`src/rtl/mips_pkg.sv`:
```
// mips_pkg: shared widths, opcode field constants and fetch state encoding
package mips_pkg;
  localparam int DATA_WIDTH = 32;
  localparam int ADDR_WIDTH = 10;
  localparam int OP_MSB = 31;
  localparam int OP_LSB = 26;
  localparam logic [5:0] OP_HALT = 6'b111111;
  typedef enum logic [1:0] {IDLE, RUN, HALTED} fetch_state_t;
endpackage

```
`src/rtl/fetch_counter.sv`:
```
// fetch_counter: 16-bit saturating count of accepted instructions
module fetch_counter (
  input  logic        clk,
  input  logic        rst,
  input  logic        inc,
  output logic [15:0] count
);
  // count accepts, sticking at all-ones
  always_ff @(posedge clk or posedge rst)
    if (rst) count <= '0;
    else if (inc && count != 16'hFFFF) count <= count + 16'd1;
endmodule

```
`src/rtl/instruction_fetch.sv`:
```
// instruction_fetch: PC sequencer for an enable-less registered instruction memory; INSTR_FETCH_HALT_EN enables the halt opcode
module instruction_fetch #(
  parameter int DATA_WIDTH = mips_pkg::DATA_WIDTH,
  parameter int ADDR_WIDTH = mips_pkg::ADDR_WIDTH,
  parameter logic [ADDR_WIDTH-1:0] RESET_PC = '0
) (
  input  logic                  clk,
  input  logic                  rst,
  input  logic                  stall,
  input  logic                  redirect,
  input  logic [ADDR_WIDTH-1:0] redirect_addr,
  output logic [ADDR_WIDTH-1:0] imem_address,
  input  logic [DATA_WIDTH-1:0] imem_data,
  output logic [DATA_WIDTH-1:0] instr,
  output logic [ADDR_WIDTH-1:0] instr_pc,
  output logic                  instr_valid,
  output logic [15:0]           fetch_count,
  output logic                  halted
);
  import mips_pkg::*;
  fetch_state_t state, state_n;
  logic [ADDR_WIDTH-1:0] pc, pc_n, pc_q, pc_q_n;
  logic valid_q, valid_n;
  assign imem_address = redirect ? redirect_addr : (stall || state == HALTED) ? pc_q : pc;
  assign instr = valid_q ? imem_data : '0;
  assign instr_pc = pc_q;
  assign instr_valid = valid_q;
`ifdef INSTR_FETCH_HALT_EN
  assign halted = state == HALTED;
`else
  assign halted = 1'b0;
`endif
  // redirect beats everything; IDLE always advances, RUN advances unless stalled
  always_comb begin
    pc_n = pc;
    pc_q_n = pc_q;
    valid_n = valid_q;
    state_n = state;
    if (redirect) begin
      pc_q_n = redirect_addr;
      pc_n = redirect_addr + 1'b1;
      valid_n = 1'b1;
      state_n = RUN;
    end else if (state == IDLE || (state == RUN && !stall)) begin
      pc_q_n = pc;
      pc_n = pc + 1'b1;
      valid_n = 1'b1;
      state_n = RUN;
`ifdef INSTR_FETCH_HALT_EN
      if (state == RUN && valid_q && imem_data[OP_MSB:OP_LSB] == OP_HALT) begin
        pc_q_n = pc_q;
        pc_n = pc;
        valid_n = 1'b0;
        state_n = HALTED;
      end
`endif
    end
  end
  // fetch state and PC registers
  always_ff @(posedge clk or posedge rst)
    if (rst) begin
      state <= IDLE;
      pc <= RESET_PC;
      pc_q <= RESET_PC;
      valid_q <= 1'b0;
    end else begin
      state <= state_n;
      pc <= pc_n;
      pc_q <= pc_q_n;
      valid_q <= valid_n;
    end
  fetch_counter u_fetch_counter (
    .clk   (clk),
    .rst   (rst),
    .inc   (valid_q && !stall),
    .count (fetch_count)
  );
endmodule

```
`config.mk`:
```
export PLATFORM = sky130hd
export DESIGN_NAME = instruction_fetch
export DESIGN_NICKNAME = d
export VERILOG_FILES = /design/src/rtl/mips_pkg.sv /design/src/rtl/fetch_counter.sv /design/src/rtl/instruction_fetch.sv
export SDC_FILE = /design/constraint.sdc
export NUM_CORES = 1
export LEC_CHECK = 0
export CORE_MARGIN = 2
export CORE_UTILIZATION = 42
export DETAILED_ROUTE_END_ITERATION = 8
export PLACE_DENSITY = 0.78
export SKIP_CTS_REPAIR_TIMING = 1
export SYNTH_ARGS = -nofsm -noshare
export SYNTH_HDL_FRONTEND = slang
export SYNTH_HIERARCHICAL = 1
export SYNTH_SLANG_ARGS = --single-unit
```
`constraint.sdc`:
```
create_clock -name clk -period 2.62 [get_ports clk]
set_clock_uncertainty 0.05 [all_clocks]
set_input_delay 0.262 -clock clk [delete_from_list [all_inputs] [get_ports clk]]
set_output_delay 0.262 -clock clk [all_outputs]
set_load 0.1 [all_outputs]
```
Port wiring:
The bar under the picture is 20 um long.
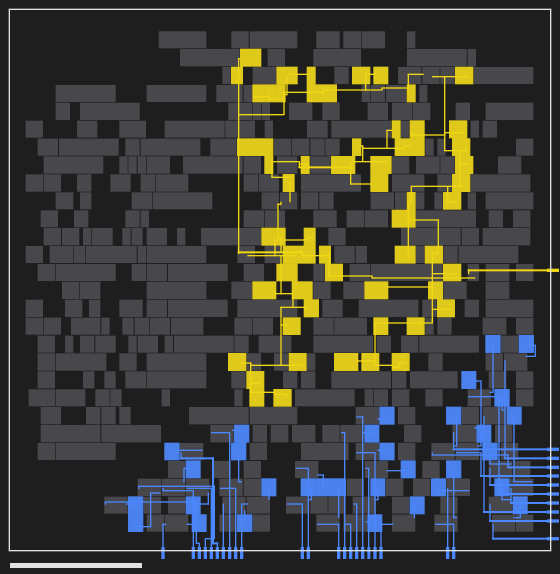
legend:
  blue:
    port: imem_data
    bits: 32
    direction: input
    edge: 22 bottom, 10 right
    end_cells: 32
    buffers: 32
    wire: 564 um
  yellow:
    port: redirect
    bits: 1
    direction: input
    edge: right
    end_cells: 58
    buffers: 4
    wire: 375 um
port buffer count: 114
IO Count: 116

Close-up of the layout:
The bar under the picture is 10 um long. Window x 26 to 56, y 26 to 56 um. Cells in grey, sequential cells in the stronger grey; small squares are vias.
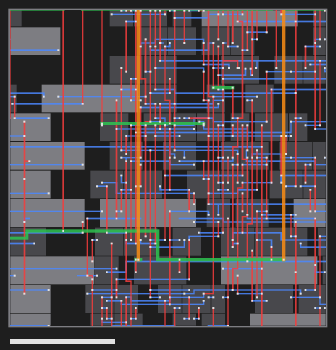
legend:
  red:
    layer: M2
  orange:
    layer: M4
  green:
    layer: M3
  blue:
    layer: M1
sequential cells in the window: 8
cells with their middle in the window: 58
netlist names of flops here include: pc (4), u_fetch_counter/count (3)
most frequent: dfrtp_1 (8), xnor2_1 (5), buf_4 (5)

Signal wires by layer:
Only two layers are drawn.
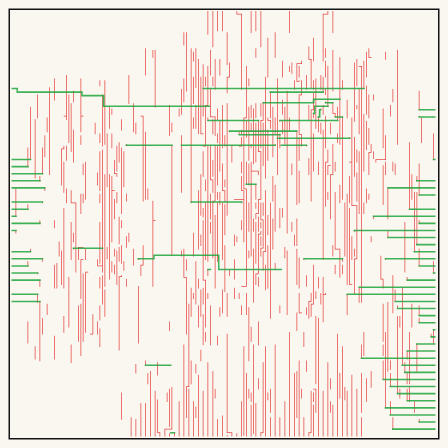
legend:
  green:
    layer: M3
    wire_length: 564 um
  red:
    layer: M2
    wire_length: 3270 um

==> flow_metrics.tcl <==
# place-and-route summary
set metrics [dict create \
    grt_max_degree 45 \
    yosys_warnings 6 \
    setup_viol 0 \
    first_pass_iters 4 \
    post_dp_cell_area_mm2 0.00376 \
    final_area_mm2 0.00387 \
    ys_top_logic_family "simple AND/OR/NAND/NOR gates" \
    instances_no_fill 474 \
    avgSynthCellArea_um2 9.04 \
    synthAoiAreaFrac 0.127 \
    rows 28 \
    r2r_cells 7 \
    synth_area_mm2 0.00256 \
    top_register "u_fetch_counter/count" \
    avgViaCountPerCell 5.22 \
    leakagePower_nw 1.76 \
    hold_viol 0 \
    synthMuxAreaShare 0.0489 \
    fp_util 0.435 \
    dp.cells 466 \
    tns_ns 0 \
    rsz0062_at_grt "no" \
    rrSetupSlack_ns 0.61 \
    gr-max-usage-layer "met2" \
    use_met1 0.278 \
    grt_use_total 0.211 \
    top_layer_used "met4" \
    crit_slowest_cell "dfrtp_1" \
    antenna_found_initial 0 \
    h-tree-depth 2 \
    ys_sh_adder 0.00978 \
    clock-sinks 37 \
    reg2reg_to "pc[6]$_DFFE_PP0P_" \
    cts_tree "built" \
    globalRouteMet2Util 0.345 \
    clk_latency_ns 0.29 \
    detail-route-antenna-nets 0 \
    largest_reg_flops 16 \
    cp_max_fo 8 \
    start_kind "register" \
    ys_ff 37 \
    outcome "complete, no violations" \
    ys_cells 283 \
    path_cells "inv_1 -> o21ai_0 -> ha_1 -> nand4b_1 -> a221oi_1 -> xnor2_1 -> mux2i_1" \
    synth-xor-area-share 0.0719 \
    cpPeakStageDelay_ns 0.41 \
    mostFrequentLayoutCells "buf_4, clkdlybuf4s50_1, dfrtp_1" \
    endpoint "pc[6]$_DFFE_PP0P_" \
]
-- worst min-delay path by stage --
stage | end | slack (ns) | depth (start not counted)
6_report | u_fetch_counter/count[9]$_DFFE_PP0P_ | 0.34 | 2
4_1_cts | u_fetch_counter/count[7]$_DFFE_PP0P_ | 0.35 | 2
3_3_place_gp | u_fetch_counter/count[15]$_DFFE_PP0P_ | 0.46 | 1
2_1_floorplan | u_fetch_counter/count[0]$_DFFE_PP0P_ | 0.13 | 1
3_5_place_dp | u_fetch_counter/count[10]$_DFFE_PP0P_ | 0.47 | 1
5_1_grt | u_fetch_counter/count[7]$_DFFE_PP0P_ | 0.37 | 2
-- final cells by class --
cell class	count	area, um^2
well taps	75	93.8
multi-input cells	223	1550
clock buffers	6	72.6
inverters	7	26.3
fillers	483	2020
clock inverters	2	38.8
repair buffers	124	1160
flip-flops and latches	37	926
-- Yosys cell counts (2+ instances only) --
library cell  instances  share of area
clkbuf_1              9          0.013
nand4_2               2         0.0098
ha_1                  2         0.0098
mux2_2                4          0.018
mux2i_1               8          0.031
and4_1                3          0.010
nand4_1              10          0.024
conb_1                2         0.0029
and2_1               34          0.083
xnor2_1              17          0.058
a21o_1                2         0.0059
dfrtp_1              37           0.36
a221oi_1              3          0.010
nand3_1              11          0.022
nor2b_1              12          0.029
and3_1               12          0.029
xor2_1                4          0.014
inv_1                 7          0.010
nand3b_1              3         0.0088
buf_4                 4          0.012
a211oi_1             16          0.047
a22oi_1               4          0.012
nor2_1               29          0.043
nand2_1              11          0.016
a21oi_1               4         0.0078
o21ai_0               5         0.0098
and3_2                2         0.0059
-- report_power, final --
part | switching (mW) | leakage (nW) | total, mW | internal, mW
registers | 0.121 | 0.457 | 0.782 | 0.661
logic | 1.05 | 1.25 | 1.45 | 0.399
clock network | 0.214 | 0.0554 | 0.500 | 0.286
Power is estimated from default activity; no workload was simulated.
